**Run 1: where the registers sit**

The bar under the picture is 20 um long. Other sequential cells in the stronger gray, the rest of the logic in the fainter gray.
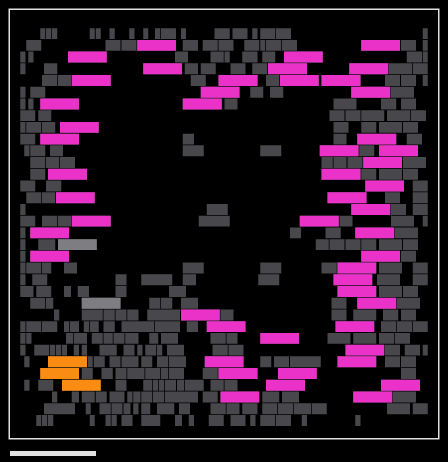
**Run 1: pin map**

Pins as bars across the die edge, other pins in gray.
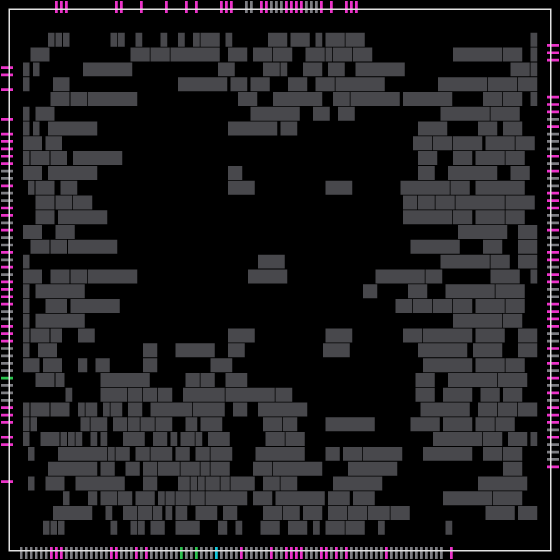
**Run 1: clock wiring as the flow saved it**

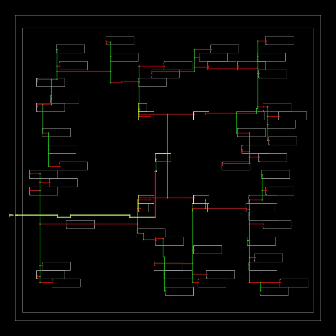
`src/rtl/uop_pkg.sv`:
```
// Shared uop, queue-window and dispatch types for the front end.
package uop_pkg;

    localparam int unsigned INSTR_Q_DEPTH = 16;
    localparam int unsigned INSTR_Q_WIDTH = 4;
    localparam int unsigned ISSUE_WIDTH   = 4;
    localparam int unsigned OPC_W         = 8;
    localparam int unsigned PC_W          = 16;
    localparam int unsigned Q_IDX_W       = (INSTR_Q_WIDTH > 1) ? $clog2(INSTR_Q_WIDTH) : 1;
    localparam int unsigned ISSUE_IDX_W   = (ISSUE_WIDTH > 1) ? $clog2(ISSUE_WIDTH) : 1;

    typedef struct packed {
        logic             serialize;
        logic [OPC_W-1:0] opcode;
        logic [PC_W-1:0]  pc;
    } uop_t;

    typedef uop_t [INSTR_Q_WIDTH-1:0] instr_queue_t;
    typedef uop_t [ISSUE_WIDTH-1:0]   dispatch_bundle_t;

    typedef enum logic [0:0] {
        RUN         = 1'b0,
        SERIAL_WAIT = 1'b1
    } dispatch_state_e;

endpackage

```
`src/rtl/dispatch_count_calc.sv`:
```
// How many head uops may leave this cycle: min(avail, ISSUE_WIDTH) cut short
// at the first serializing uop, which must travel alone.
module dispatch_count_calc #(
    parameter int unsigned Q_DEPTH     = uop_pkg::INSTR_Q_DEPTH,
    parameter int unsigned ISSUE_WIDTH = uop_pkg::ISSUE_WIDTH,
    localparam int unsigned AVAIL_W    = $clog2(Q_DEPTH + 1),
    localparam int unsigned CNT_W      = $clog2(ISSUE_WIDTH + 1)
) (
    input  uop_pkg::instr_queue_t head,
    input  logic [AVAIL_W-1:0]    avail,
    output logic [CNT_W-1:0]      n_c,
    output logic                  serial_head_c
);
    import uop_pkg::*;

    logic [CNT_W-1:0] lim;

    always_comb begin
        lim = (avail > AVAIL_W'(ISSUE_WIDTH)) ? CNT_W'(ISSUE_WIDTH) : CNT_W'(avail);
        n_c = lim;
        // Descending scan leaves the lowest serializing slot as the cut point
        for (int i = ISSUE_WIDTH - 1; i >= 1; i--) begin
            if ((CNT_W'(i) < lim) && head[Q_IDX_W'(i)].serialize) begin
                n_c = CNT_W'(i);
            end
        end
        if (head[0].serialize && (lim != '0)) begin
            n_c = CNT_W'(1);
        end
        serial_head_c = head[0].serialize;
    end

endmodule

```
`src/rtl/instr_queue_dispatcher.sv`:
```
// Pops uops from the instruction queue head into a registered issue bundle,
// holding on backpressure, draining the ROB around serializing uops and flushing.
module instr_queue_dispatcher #(
    parameter int unsigned Q_DEPTH     = uop_pkg::INSTR_Q_DEPTH,
    parameter int unsigned Q_WIDTH     = uop_pkg::INSTR_Q_WIDTH,
    parameter int unsigned ISSUE_WIDTH = uop_pkg::ISSUE_WIDTH,
    localparam int unsigned SIZE_W     = $clog2(Q_DEPTH),
    localparam int unsigned DEQ_W      = $clog2(Q_WIDTH + 1),
    localparam int unsigned CNT_W      = $clog2(ISSUE_WIDTH + 1)
) (
    input  logic                      clk_in,
    input  logic                      rst_in,
    input  logic                      flush_in,
    input  uop_pkg::instr_queue_t     q_head_in,
    input  logic [SIZE_W-1:0]         q_size_in,
    input  logic                      q_full_in,
    input  logic                      q_empty_in,
    output logic [DEQ_W-1:0]          deq_out,
    output logic                      issue_valid_out,
    output logic [CNT_W-1:0]          issue_count_out,
    output uop_pkg::dispatch_bundle_t issue_bundle_out,
    input  logic                      issue_ready_in,
    input  logic                      rob_empty_in
);
    import uop_pkg::*;

    localparam int unsigned AVAIL_W = $clog2(Q_DEPTH + 1);

    dispatch_state_e  state_q, state_d;
    logic             valid_d;
    logic [CNT_W-1:0] count_d;
    dispatch_bundle_t bundle_d;
    logic [AVAIL_W-1:0] avail;
    logic [CNT_W-1:0] n;
    logic             ser0;
    logic             load_ok;

    // A full queue reports a wrapped size of zero, so full overrides it
    assign avail = q_full_in  ? AVAIL_W'(Q_DEPTH) :
                   q_empty_in ? '0 : AVAIL_W'(q_size_in);

    dispatch_count_calc #(
        .Q_DEPTH     (Q_DEPTH),
        .ISSUE_WIDTH (ISSUE_WIDTH)
    ) u_count_calc (
        .head          (q_head_in),
        .avail         (avail),
        .n_c           (n),
        .serial_head_c (ser0)
    );

    assign load_ok = !flush_in && (state_q == RUN) && (!issue_valid_out || issue_ready_in);
    assign deq_out = (load_ok && !rst_in) ? DEQ_W'(n) : '0;

    // Next-state and bundle update
    always_comb begin
        state_d  = state_q;
        valid_d  = issue_valid_out;
        count_d  = issue_count_out;
        bundle_d = issue_bundle_out;
        if (flush_in) begin
            valid_d = 1'b0;
            count_d = '0;
            state_d = RUN;
        end else if (load_ok) begin
            if (n != '0) begin
                valid_d = 1'b1;
                count_d = n;
                for (int i = 0; i < ISSUE_WIDTH; i++) begin
                    bundle_d[ISSUE_IDX_W'(i)] = (CNT_W'(i) < n) ? q_head_in[Q_IDX_W'(i)] : '0;
                end
                if (ser0) begin
                    state_d = SERIAL_WAIT;
                end
            end else begin
                valid_d = 1'b0;
                count_d = '0;
            end
        end else begin
            if (issue_valid_out && issue_ready_in) begin
                valid_d = 1'b0;
                count_d = '0;
            end
            if ((state_q == SERIAL_WAIT) && !issue_valid_out && rob_empty_in) begin
                state_d = RUN;
            end
        end
    end

    // State and bundle registers
    always_ff @(posedge clk_in or posedge rst_in) begin
        if (rst_in) begin
            state_q          <= RUN;
            issue_valid_out  <= 1'b0;
            issue_count_out  <= '0;
            issue_bundle_out <= '0;
        end else begin
            state_q          <= state_d;
            issue_valid_out  <= valid_d;
            issue_count_out  <= count_d;
            issue_bundle_out <= bundle_d;
        end
    end

endmodule

```
`config.mk`:
```
export PLATFORM = sky130hd
export DESIGN_NAME = instr_queue_dispatcher
export DESIGN_NICKNAME = d
export VERILOG_FILES = /design/src/rtl/uop_pkg.sv /design/src/rtl/dispatch_count_calc.sv /design/src/rtl/instr_queue_dispatcher.sv
export SDC_FILE = /design/constraint.sdc
export NUM_CORES = 1
export LEC_CHECK = 0
export CORE_MARGIN = 2
export CORE_UTILIZATION = 29
export CTS_CLUSTER_DIAMETER = 150
export DETAILED_ROUTE_END_ITERATION = 10
export HOLD_SLACK_MARGIN = 0.05
export PLACE_DENSITY = 0.82
export SKIP_LAST_GASP = 1
export SLEW_MARGIN = 10
export SYNTH_ARGS = -nofsm -noshare
export SYNTH_HDL_FRONTEND = slang
export SYNTH_SLANG_ARGS = --single-unit
```
`constraint.sdc`:
```
create_clock -name clk_in -period 1.9 [get_ports clk_in]
set_input_delay 0.38 -clock clk_in [delete_from_list [all_inputs] [get_ports clk_in]]
set_output_delay 0.38 -clock clk_in [all_outputs]
set_load 0.005 [all_outputs]
```
==> results.toml, run 1 <==
# synthesis and place-and-route metrics
[yosys]
synthArstFlopShare_pct = 100.0
ys_types = 29
synth_warnings = 0
ys_cells = 202
edf_count = 0
synthesis.instances = 202
syn_area_um2 = 2635
synth_flops = 55
avgSynthCellArea_um2 = 13.04
flop_cell = "dfrtp_1"
ys_seq_share_pct = 52.23

[route]
vias = 1996
wl_met2_um = 3249
routedWlPerCell_um = 13.95
drtIter0Drc = 47
drt-vias-per-instance = 4.274
ant_nets = 0
wirelength_um = 6513
dr.pass1.iters = 4
wl_met1_um = 2707
drcViolationCount = 0
top_layer = "met4"

[die]
die_area_um2 = 9864
core_area_um2 = 8763
fp-utilization_pct = 30.07
fp-row-count = 34

[sta]
rsz0062_at_grt = "yes"
holdWs_ps = 448.5
fin_crit_ps = 2128
setup_ws_ps = -227.7
drv_slew = 0
tns_ps = -353.3
timing.fmax_mhz = 470.0
period_used_pct = 112.0
hold_violations = 0
setup_viol = 2

[worst_hold_path]
hp-start = "q_head_in[24]"
min_delay_worst_endpoint = "issue_bundle_out[24]"
hold_path_class = "in2reg"
hold_path_depth = 2

[run_status]
violations = "negative setup slack"
status = "finished with violations"

[critical_path]
start_kind = "input pin"
cp_slowest_stage_delay_ps = 380
reg2reg_slack_ps = 130
arrival_ps = 1750
cp.depth = 6
crit_top_cell = "or3_4"
path_cells = "buf_6 -> or3_4 -> o311a_1 -> or3_4 -> nor3_2 -> buf_2"
criticalPathCategory = "in2out"
path_max_fanout = 2
crit_path_end = "deq_out[2]"
critPathTopFamily = "simple AND/OR/NAND/NOR gates"
cp-startpoint = "q_size_in[2]"
crit_buf_inv = 2
cp_slowest_cell = "or3_4"
ff2ff_path_depth = 8
end_kind = "output port"
required_ps = 1520

[run]
warnings = 79
max_cap_violations = 0

[grt]
antenna_found_initial = 0
grt_pass1_vias = 2127
grt-busiest-layer = "met2"
grt_max_degree = 56
grt_util_met2_pct = 22.61
grtUsageMet3_pct = 3.865
grt_usage_pct = 13.18
overflow = 0

[placement]
placed_cells = 449
gp_congestion = 0.7443
hpwl_um = 4872
dp_slack_ps = -952.0
placed_area_um2 = 3968

[cts]
clk_pin_slew_ps = 90
clock_path_buffers = 2
postCtsSetupRepairBufs = 15
numClockSinks = 55
root_buffer = "clkbuf_8"
cts.htree.levels = 2
clkLatencyLatePin_ps = 300
tritoncts = "yes"
cts_made_buffers = 5
postCtsHoldBufs = 0

[cells_and_area]
area_growth_pct = 58.36
drive_gt1_share_pct = 25.63
mostFrequentLayoutCells = "105 x clkdlybuf4s50_1, 55 x dfrtp_1, 50 x conb_1, 34 x buf_4, 24 x a22o_1"
nFillCells = 807
nNetsFinal = 469
n_antenna_cell = 0
lay_top_count = "clkdlybuf4s50_1"
finalNonFillerCells = 467
stdcell_area_um2 = 4173

[power]
peakVddDrop_uv = 321.4
comb_power_share_pct = 32.6
share_seq_of_total_power_pct = 46.1
netSwitchingFraction_pct = 25.48
intPower_mw = 2.371
leakage_nw = 1.971
clkPwrFrac_pct = 21.4
powerDensity_nw_per_um2 = 762.7
p_total_mw = 3.183
Back to the opening pictures, 'where the registers sit':
name in the netlist	color	flops
issue_bundle_out	magenta	50
issue_count_out	orange	3
fraction of area in registers: 32.98%
Util after Layout: 47.62%

Back to the opening pictures, 'pin map':
port	color	pins	direction	edge
q_empty_in	cyan	1	input	south
issue_bundle_out	magenta	100	output	30 east, 28 west, 23 north, 19 south
deq_out	green	3	output	2 south, 1 west
Die Y: 99.32 um
Die Span X: 99.32 um
Buffers on Ports: 117

Back to the opening pictures, 'clock wiring as the flow saved it':
power in the clock group: 680 uW
clock skew: 7.879 ps

==> run 1: power groups by stage <==
stage	clock network (mW)	registers, mW	logic [mW]
2_1_floorplan	0	1.50	0.445
4_1_cts	0.717	1.47	1.04
5_1_grt	0.770	1.49	1.11
3_3_place_gp	0	1.47	1.01
3_5_place_dp	0	1.49	1.03
6_report	0.680	1.47	1.04
==> run 1: area by class of cell <==
| type | instances | area, um2 | area share [%] |
|---|---|---|---|
| Tap cell | 108 | 135.1 | 3.238 |
| Inverter | 3 | 11.26 | 0.2699 |
| Multi-Input combinational cell | 136 | 1047 | 25.10 |
| Clock buffer | 6 | 82.58 | 1.979 |
| Sequential cell | 55 | 1376 | 32.98 |
| Clock inverter | 2 | 16.27 | 0.3898 |
| Timing Repair Buffer | 157 | 1504 | 36.04 |
==> run 1: cell usage after synthesis (2+ instances only) <==
master	n	area [um2]
a21oi_1	2	10.01
or3_4	2	22.52
mux2_1	4	45.04
inv_1	3	11.26
nand2_1	6	22.52
mux2_4	20	300.3
buf_12	2	40.04
dfrtp_1	55	1376
o21ai_1	2	10.01
buf_4	52	390.4
a22o_1	24	210.2
buf_2	2	10.01
nand2b_1	3	18.77
nor2_1	10	37.54
==> run 1: kinds of logic (layout without fill, tap and decap cells) <==
| kind of cell | after synthesis | after routing | share of synthesized area, % |
|---|---|---|---|
| other cells | 1 | 50 | 0.1423 |
| buf+inv | 60 | 168 | 17.57 |
| flops | 55 | 55 | 52.23 |
| mux | 25 | 25 | 13.53 |
| simple gates | 29 | 29 | 6.553 |
| compound gates | 32 | 32 | 9.971 |
==> run 1: state kept, by name (all words and copies together), names as in the netlist <==
| register | cells |
|---|---|
| state_q | 1 |
| issue_valid_out | 1 |
| issue_count_out | 3 |
| issue_bundle_out | 50 |
--- run 2 (diff from run 1) ---
--- a/config.mk
+++ b/config.mk
@@ -5,12 +5,15 @@
 export SDC_FILE = /design/constraint.sdc
 export NUM_CORES = 1
 export LEC_CHECK = 0
+export CELL_PAD_IN_SITES_DETAIL_PLACEMENT = 0
+export CELL_PAD_IN_SITES_GLOBAL_PLACEMENT = 1
 export CORE_MARGIN = 2
-export CORE_UTILIZATION = 29
+export CORE_UTILIZATION = 21
+export CTS_BUF_LIST = sky130_fd_sc_hd__clkbuf_8
 export CTS_CLUSTER_DIAMETER = 150
 export DETAILED_ROUTE_END_ITERATION = 10
 export HOLD_SLACK_MARGIN = 0.05
-export PLACE_DENSITY = 0.82
+export PLACE_DENSITY = 0.83
 export SKIP_LAST_GASP = 1
 export SLEW_MARGIN = 10
 export SYNTH_ARGS = -nofsm -noshare
==> run 2 against run 1 <==
Effect of this change: the run still ends with negative setup slack left; first-iteration DRC count rose by 140%; final cell count rose by 12%; die area rose by 36%; critical endpoint unchanged; clock skew about the same; critical path type unchanged; clock-buffer cell count decreased by 1; fmax shrank 1.2%; synthesized cell count unchanged; register-to-register slack better by 250 ps.
==> results.toml, run 2 <==
# synthesis and place-and-route metrics
[cells_and_area]
stdcell_area_um2 = 4203
nNetsFinal = 465
n_antenna_cell = 0
drive_gt1_share_pct = 23.66
lay_top_count = "clkdlybuf4s50_1"
mostFrequentLayoutCells = "104 x clkdlybuf4s50_1, 55 x dfrtp_1, 50 x conb_1, 33 x buf_4, 24 x a22o_1"
regMostFlops = "issue_bundle_out"
largest_reg_flops = 50
area_growth_pct = 59.50
reg.largest.list = "issue_bundle_out (50), issue_count_out (3)"

[route]
drt-vias-per-instance = 3.792
drcViolationCount = 0
ant_nets = 0
wl_met1_um = 2865
drtIter0Drc = 114
wl_met2_um = 3434
top_layer = "met4"
dr.pass1.iters = 4
wl_met3_um = 582

[run]
max_cap_violations = 0
warnings = 79

[sta]
period_used_pct = 113.4
tns_ps = -354.3
skew_ps = 7.817
setup_viol = 2
hold_violations = 0
setup_ws_ps = -254.1
holdWs_ps = 429.0
rsz0062_at_grt = "yes"
timing.fmax_mhz = 464.2
drv_slew = 0
fin_crit_ps = 2154

[cts]
root_buffer = "clkbuf_8"
clk_pin_slew_ps = 100
clkLatencyLatePin_ps = 320
cts.htree.levels = 2
clock_path_buffers = 2
tritoncts = "yes"
numClockSinks = 55
cts_made_buffers = 5

[die]
die_area_um2 = 13460
fp-utilization_pct = 21.76
fp-row-count = 40
core_area_um2 = 12110
io_pins = 218

[run_status]
status = "finished with violations"
violations = "negative setup slack"

[placement]
placed_area_um2 = 4053
hpwl_um = 5310
gp_congestion = 0.7067
dp_slack_ps = -968.8
port-buffer-count = 117

[grt]
grtUsageMet3_pct = 2.877
use_met1_pct = 11.41
grt_max_degree = 42
grt_pass1_vias = 1991
grt_util_met2_pct = 17.86
overflow = 0
grt_pass1_wl_um = 10320
antenna_found_initial = 0
grt-busiest-layer = "met2"

[yosys]
yosys-top-cells-count = "55 x dfrtp_1, 52 x buf_4, 24 x a22o_1, 20 x mux2_4, 10 x nor2_1"
yosys-stat-area_um2 = 2635
synthArstFlopShare_pct = 100.0
edf_count = 0
avgSynthCellArea_um2 = 13.04
ys_cells = 202
synthesis.instances = 202
synth_flops = 55
synth_warnings = 0
ys_types = 29
top_cells_by_area = "dfrtp_1 52%, buf_4 15%, mux2_4 11%"
syn_area_um2 = 2635
largest_area_cell = "dfrtp_1"
ys_seq_share_pct = 52.23
most_common_cell = "dfrtp_1"
flop_cell = "dfrtp_1"
yosysTopAreaCellShare_pct = 52.23

[critical_path]
criticalPathCategory = "in2out"
r2r_end = "issue_bundle_out[37]"
start_kind = "input pin"
end_kind = "output port"
timing.rr.start = "state_q"
path_max_fanout = 2
ff2ff_path_depth = 6
arrival_ps = 1770
reg2reg_slack_ps = 380
required_ps = 1520

[worst_hold_path]
hold_path_class = "in2async"

[power]
leakage_nw = 1.944
peakVddDrop_uv = 242.1
powerDensity_nw_per_um2 = 786.6
run 2: through the flow:
stage / total power [mW] / std cells / util [%]
6_report: 3.306 / 523 / 34.70
2_1_floorplan: 1.942 / 251 / -
5_1_grt: 3.502 / 523 / 34.70
3_5_place_dp: 2.521 / 512 / 33.46
3_3_place_gp: 2.496 / 512 / 33.46
4_1_cts: 3.366 / 522 / 34.60
run 2: worst max-delay path by stage:
stage                  from  cells past startpoint    endpoint  slack (ps)
2_1_floorplan  q_size_in[2]                      4  deq_out[2]         -10
3_3_place_gp   q_size_in[2]                      6  deq_out[2]        -940
3_5_place_dp   q_size_in[2]                      6  deq_out[2]        -970
4_1_cts        q_size_in[1]                      6  deq_out[2]        -390
5_1_grt           q_full_in                      6  deq_out[2]        -300
6_report       q_size_in[1]                      6  deq_out[2]        -250
run 2: cell families after synthesis:
family	Yosys count	share of synthesized area, %
simple gates	29	6.553
compound gates	32	9.971
buf+inv	60	17.57
other cells	1	0.1423
flops	55	52.23
mux	25	13.53
run 2: cell type report:
class	count	area (um2)
tap	168	210.2
timing repair buffer	153	1453
inverter	3	11.26
clock inverter	3	46.29
multi-input combinational	136	1037
fill	1227	7909
sequential	55	1376
clock buffer	5	68.82
run 2: repair_timing:
action	in CTS	in global routing
gates resized	39	3
endpoints found under the setup margin	48	3
hold buffers	0	0
buffers inserted	3	1
pin swaps	12	8
run 2: report_power, final:
group | switching [mW] | internal, mW | total (mW)
Clock | 0.410 | 0.398 | 0.808
Combinational | 0.326 | 0.703 | 1.03
Sequential | 0.108 | 1.36 | 1.47
Total | 0.845 | 2.46 | 3.31
run 2: worst max-delay path: stages:
cell     delay, ps
buf_6           90
or3_4          380
o311a_1        310
or3_4          380
nor3_2         100
buf_2          130
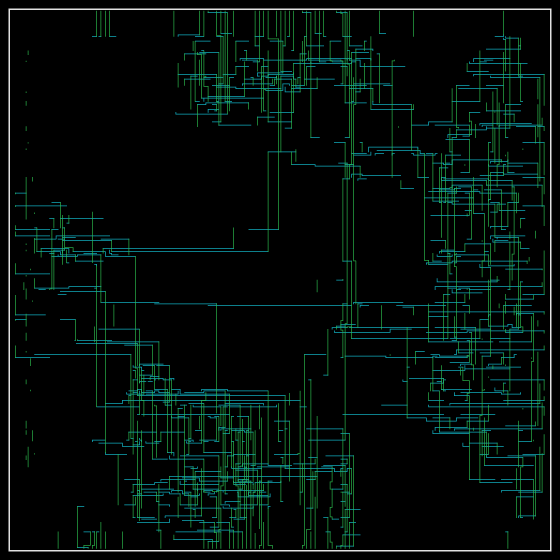
**Above:** run 2 (metal layers overlaid).
Only two layers are drawn.
layer	color	wire length
metal 1	cyan	2870 um
metal 2	green	3440 um
Routed WL per cell: 13.34 um
via count: 1983
All-Layer GR Usage: 10.01%
final WL: 6979 um

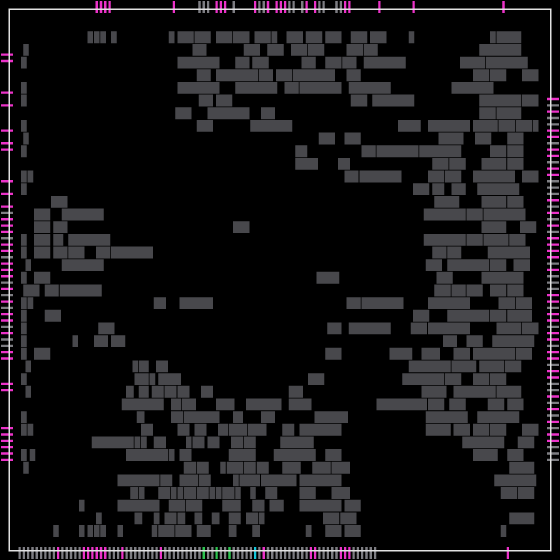
**Above:** run 2 (pin map).
Pins as bars across the die edge, other pins in gray.
port	color	pins	direction	edge
issue_bundle_out	magenta	100	output	33 west, 31 east, 20 north, 16 south
q_empty_in	cyan	1	input	south
deq_out	green	3	output	south
Die Span X: 116.0 um
Die Y: 116.0 um

No activity file was given, so power comes from the tool's default toggle rates.
